==> images/pinout.png <==
Drawn at 8 px/um. Pins as bars across the die edge, other pins in grey.
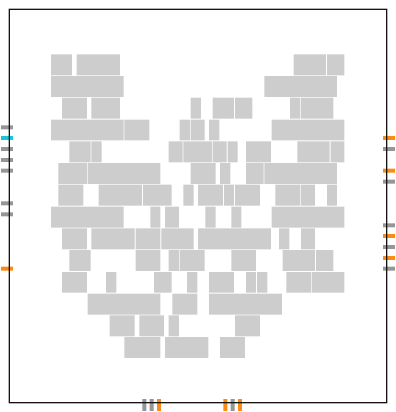
==> images/layers.png <==
Drawn at 6 px/um. Two of the layers only.
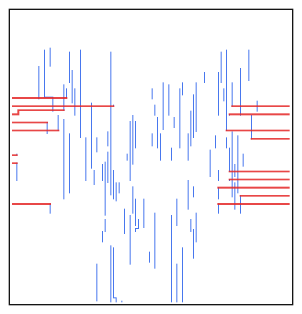
==> images/clock_wires.png <==
Drawn at 10 px/um.
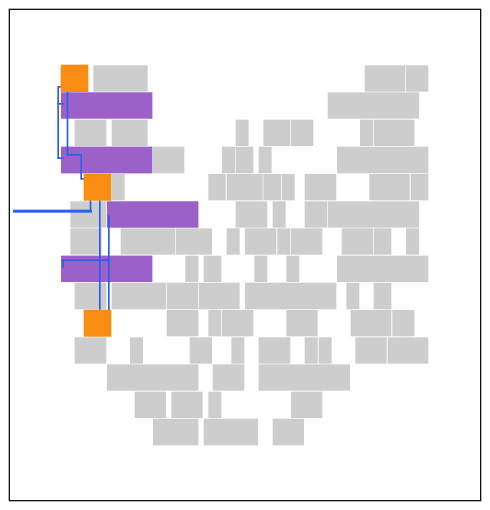
==> images/gates.png <==
Drawn at 8 px/um.
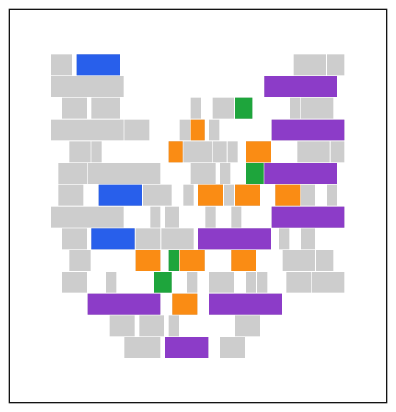
[src/rtl/mag_comp_8_pkg.sv]
// Shared types and constants for the cascaded nibble magnitude comparator.
package mag_comp_8_pkg;

  localparam int unsigned SLICE_W   = 4;
  localparam int unsigned WIDTH_DEF = 8;

  typedef struct packed {
    logic eq;
    logic gt;
    logic lt;
  } cmp_res_t;

  localparam cmp_res_t CMP_RES_RST = '{eq: 1'b0, gt: 1'b0, lt: 1'b0};

endpackage

[src/rtl/mag_comp_8_comp_4_slice.sv]
// One 4-bit compare stage; a decided gt/lt from the more significant side wins.
module comp_4_slice
  import mag_comp_8_pkg::*;
#(
  parameter bit IS_MSB_SIGNED = 1'b0
) (
  input  logic [SLICE_W-1:0] a,
  input  logic [SLICE_W-1:0] b,
  input  cmp_res_t           cas_in,
  output cmp_res_t           result
);

  // Flipping the sign bit maps two's complement order onto unsigned order.
  localparam logic [SLICE_W-1:0] SIGN_FLIP = {IS_MSB_SIGNED, (SLICE_W-1)'(0)};

  logic [SLICE_W-1:0] a_adj;
  logic [SLICE_W-1:0] b_adj;

  always_comb begin
    a_adj  = a ^ SIGN_FLIP;
    b_adj  = b ^ SIGN_FLIP;
    result = CMP_RES_RST;
    if (cas_in.gt || cas_in.lt) begin
      result = cas_in;
    end else if (a_adj > b_adj) begin
      result.gt = 1'b1;
    end else if (a_adj < b_adj) begin
      result.lt = 1'b1;
    end else begin
      result.eq = 1'b1;
    end
  end

endmodule

[src/rtl/mag_comp_8.sv]
// Registered magnitude comparator built from cascaded 4-bit slices.
// Define MAG_COMP_8_SIGNED_EN for two's complement operands (default unsigned).
module mag_comp_8
  import mag_comp_8_pkg::*;
#(
  parameter int unsigned WIDTH = WIDTH_DEF
) (
  input  logic             clk,
  input  logic             rst,
  input  logic             in_valid,
  input  logic [WIDTH-1:0] data_in1,
  input  logic [WIDTH-1:0] data_in2,
  output logic             out_valid,
  output logic             eq,
  output logic             gt,
  output logic             lt
);

  localparam int unsigned NSLICE = WIDTH / SLICE_W;

`ifdef MAG_COMP_8_SIGNED_EN
  localparam bit SIGNED_EN = 1'b1;
`else
  localparam bit SIGNED_EN = 1'b0;
`endif

  // casc[NSLICE] seeds the MSB slice; casc[0] is the full-width result.
  cmp_res_t casc [NSLICE+1];

  assign casc[NSLICE] = '{eq: 1'b1, gt: 1'b0, lt: 1'b0};

  for (genvar i = 0; i < NSLICE; i++) begin : g_slice
    comp_4_slice #(
      .IS_MSB_SIGNED (SIGNED_EN && (i == NSLICE - 1))
    ) u_slice (
      .a      (data_in1[i*SLICE_W +: SLICE_W]),
      .b      (data_in2[i*SLICE_W +: SLICE_W]),
      .cas_in (casc[i+1]),
      .result (casc[i])
    );
  end

  cmp_res_t res_q, res_d;
  logic     vld_q, vld_d;

  always_comb begin
    res_d = res_q;
    vld_d = in_valid;
    if (in_valid) begin
      res_d = casc[0];
    end
  end

  always_ff @(posedge clk or posedge rst) begin
    if (rst) begin
      res_q <= CMP_RES_RST;
      vld_q <= 1'b0;
    end else begin
      res_q <= res_d;
      vld_q <= vld_d;
    end
  end

  assign out_valid = vld_q;
  assign eq        = res_q.eq;
  assign gt        = res_q.gt;
  assign lt        = res_q.lt;

endmodule

[config.mk]
export PLATFORM = sky130hd
export DESIGN_NAME = mag_comp_8
export DESIGN_NICKNAME = d
export VERILOG_FILES = /design/src/rtl/mag_comp_8_pkg.sv /design/src/rtl/mag_comp_8_comp_4_slice.sv /design/src/rtl/mag_comp_8.sv
export SDC_FILE = /design/constraint.sdc
export NUM_CORES = 1
export LEC_CHECK = 0
export CORE_AREA = 5 5 42 44
export DETAILED_ROUTE_END_ITERATION = 7
export DIE_AREA = 0 0 47 49
export PLACE_DENSITY = 0.67
export SYNTH_ARGS = -nofsm -noshare
export SYNTH_HDL_FRONTEND = slang
export SYNTH_HIERARCHICAL = 1
export SYNTH_SLANG_ARGS = --single-unit
[constraint.sdc]
create_clock -name clk -period 1.3 [get_ports clk]
set_input_delay 0.26 -clock clk [delete_from_list [all_inputs] [get_ports clk]]
set_output_delay 0.26 -clock clk [all_outputs]
set_load 0.03 [all_outputs]
==> flow_summary.json <==
{
  "status": "finished with violations",
  "violations": "negative setup slack",
  "place.gp.congestion": 0.714,
  "cts_inserted_buffers": 3,
  "endpoint_kind": "flip-flop",
  "mux_share_pct": 8.13,
  "final.min_clock_period_ns": 1.50,
  "setup_viol": 3,
  "reg2reg_from": "eq$_DFFE_PP0P_",
  "fp_util_pct": 29.6,
  "htree_levels": 1,
  "rows": 14,
  "n_fill_cell": 142,
  "p_sw_mw": 0.179,
  "hold_viol_final": 0,
  "warnings": 29,
  "synth.cellmix.adderShare_pct": 24.1,
  "comb_area_um2": 415,
  "clkPwrFrac_pct": 26.4,
  "ys_cells": 50,
  "top_layer_used": "met3",
  "setup_tns_ns": -0.449,
  "wl_met2_um": 476,
  "fin_hold_ws_ns": 0.220,
  "rsz0062_at_grt": "yes",
  "edf_count": 0,
  "yosys.cell_types.count": 13,
  "drive_above_1_share_pct": 53.0,
  "r2r_slack_ns": 0.55,
  "dp_hpwl_um": 809,
  "chipArea_um2": 2300,
  "cp_max_fo": 3,
  "aoi_share_pct": 22.9,
  "cts-root-buf": "clkbuf_4",
  "synthFlopType": "dfrtp_1",
  "drc": 0,
  "grt.overflow.total": 0,
  "wl_met3_um": 143,
  "drt_iter0_drc": 1,
  "p_int_mw": 0.385,
  "critical-path-top-delay-family": "AND-OR/OR-AND gates",
  "worst_slack_ns": -0.197,
  "peakVddDrop_mv": 0.443,
  "ys_sh_simple_pct": 7.23,
  "cp.arrival_ns": 1.61,
  "drv_cap": 0,
  "synth_seq_share_pct": 24.1,
  "clock_sinks": 4,
  "grt_pass1_wl_um": 1740,
  "area_delta_synth_final_pct": 100,
  "die_h_um": 49,
  "io_buffers": 22,
  "combPwrFrac_pct": 47.7,
  "critPathSlowestCell": "mux2_4",
  "path_class": "input pin to flip-flop",
  "drt-total-wl_um": 987,
  "wl_met1_um": 367,
  "avgSynthCellArea_um2": 8.31,
  "syn_inst": 50,
  "postLayoutCoreUtil_pct": 59.3,
  "leakagePower_nw": 0.394,
  "grt_max_degree": 5,
  "io_pins": 23,
  "fp.coreArea_um2": 1400,
  "p_sw_share_pct": 31.8,
  "reg2reg_to": "eq$_DFFE_PP0P_",
  "async_flop_share_pct": 100,
  "path_clk_slew_ns": 0.04,
  "path_buffers": 1,
  "clockBufferDepth": 2,
  "grt_usage_pct": 10.2,
  "syn_area_um2": 415,
  "ys_top_logic_family": "adder cells",
  "fmax_mhz": 668,
  "postPlaceCellArea_um2": 724,
  "synth_flops": 4,
  "ant_nets": 0,
  "fin_area_um2": 831,
  "min_period_over_period_pct": 115,
  "tritoncts": "done",
  "fin_nets": 112,
  "wire_per_inst_um": 9.97,
  "cellPowerDensity_nw_per_um2": 680,
  "yosys.area_share.xor_xnor_pct": 0,
  "drv_slew": 0,
  "hold_path.class": "input pin to asynchronous set/reset pin",
  "grt_pass1_vias": 484,
  "synth_chip_area_um2": 415,
  "worstSetupStartpointType": "input pin",
  "ys_warn_count": 6,
  "diodes": 0,
  "via_count": 428,
  "viasPerCell": 4.32,
  "p_seq_share_pct": 25.9,
  "die_w_um": 47,
  "flop_area_um2": 100,
  "firstDrtPassIters": 2,
  "cp_slowest_stage_delay_ns": 0.25,
  "cp_cell_sequence": "buf_6 -> ha_4 -> a21oi_2 -> o21ai_2 -> a31o_1 -> o21ai_1 -> a21bo_2 -> mux2_4",
  "worst-endpoint-required_ns": 1.41,
  "antenna_found_initial": 0,
  "reg2reg_depth": 1
}
-- pinout.png (at the start) --
port	colour	pins	direction	edge
data_in2	orange	8	input	4 right, 3 bottom, 1 left
out_valid	cyan	1	output	left
all pins by edge	9 right, 8 left, 6 bottom

-- layers.png (at the start) --
layer	colour	wire length
M2	blue	477 um
M3	red	143 um

-- clock_wires.png (at the start) --
[clock-net drivers] orange | count: 3
[flip-flops] purple | count: 4
[clock wires] blue | length: 62.3 um
routed clock nets	4
Latency at later pin: 0.23 ns
Worst Skew: 0 ns

-- gates.png (at the start) --
family	colour	cells
mux cells	blue	3
fa/ha/maj cells	purple	8
aoi and oai cells	orange	10
nand cells	green	4
Commonest Layout Cell: dlygate4sd2_1
Comb area share: 50.0%
final cell count without fillers: 99

power by group through the flow:
stage / clock network, mW / registers, mW / logic, mW
detailed placement: 0 / 0.148 / 0.243
finish: 0.149 / 0.146 / 0.269
floorplan: 0 / 0.178 / 0.103
global placement: 0 / 0.148 / 0.240
CTS: 0.159 / 0.146 / 0.260
global route: 0.171 / 0.150 / 0.298
flip-flops by register name, summed over array words and instances, names as in the netlist:
name and flops:
eq 1, lt 1, out_valid 1, gt 1
cells by family after synthesis:
logic type / after synthesis
AOI/OAI and AO/OA: 14
adders and majority gates: 8
buffers and inverters: 13
DFF: 4
muxes: 3
other: 2
and+or+nand+nor: 6
timing repair:
action | 4_1_cts | 5_1_grt
resized | 65 | 7
endpoints found under the setup margin | 7 | 3
setup buffers | 1 | 0
hold buffers | 0 | 0
pin swaps | 17 | 10
cells in the mapped netlist, types with 3 or more instances:
| cell | instances | area, um2 |
|---|---|---|
| a21oi_1 | 4 | 20.0 |
| dfrtp_1 | 4 | 100 |
| ha_1 | 8 | 100 |
| inv_1 | 13 | 48.8 |
| mux2_2 | 3 | 33.8 |
| o21ai_0 | 4 | 20.0 |
cell type report:
type / instances / area share (%)
repair buffers: 24 / 26.4
clock buffers: 3 / 2.71
well taps: 16 / 2.41
inverters: 13 / 6.48
flip-flops and latches: 4 / 12.0
multi-input cells: 39 / 50.0
stage by stage:
stage	cells	total power, mW	setup WS [ns]
after floorplan	56	0.281	-0.284
after global placement	95	0.388	-0.838
after detailed placement	95	0.391	-0.879
after CTS	99	0.566	-0.224
after global routing	99	0.620	-0.272
final	99	0.565	-0.197
worst max-delay path by stage:
stage / from / end / slack [ns] / depth (start not counted)
3_5_place_dp: data_in2[5] / eq$_DFFE_PP0P_ / -0.88 / 9
6_report: data_in1[7] / eq$_DFFE_PP0P_ / -0.20 / 8
4_1_cts: data_in2[7] / eq$_DFFE_PP0P_ / -0.22 / 9
5_1_grt: data_in2[5] / eq$_DFFE_PP0P_ / -0.27 / 9
3_3_place_gp: data_in2[5] / eq$_DFFE_PP0P_ / -0.84 / 9
2_1_floorplan: data_in2[6] / eq$_DFFE_PP0P_ / -0.28 / 8
routing by layer:
metal | GRT usage (%) | up-vias
met1 | 9.31 | 184
met2 | 18.1 | 17
met4 | 5.53 | 0
met5 | 0 | -
met3 | 4.06 | 0
li1 | - | 227
cells in the final DEF (no fill, tap or decap), drive strengths merged:
cell type	count
nand4	2
inv	13
ha	8
a31o	2
nor3	2
o21ai	6
a21bo	2
clkdlybuf4s50	2
dfrtp	4
a21oi	4
dlygate4sd2	11
dlymetal6s2s	1
clkbuf	3
mux2	3
nand2	2
conb	8
buf	10
Power figures rest on the tool's default switching activity, not on a simulated workload.
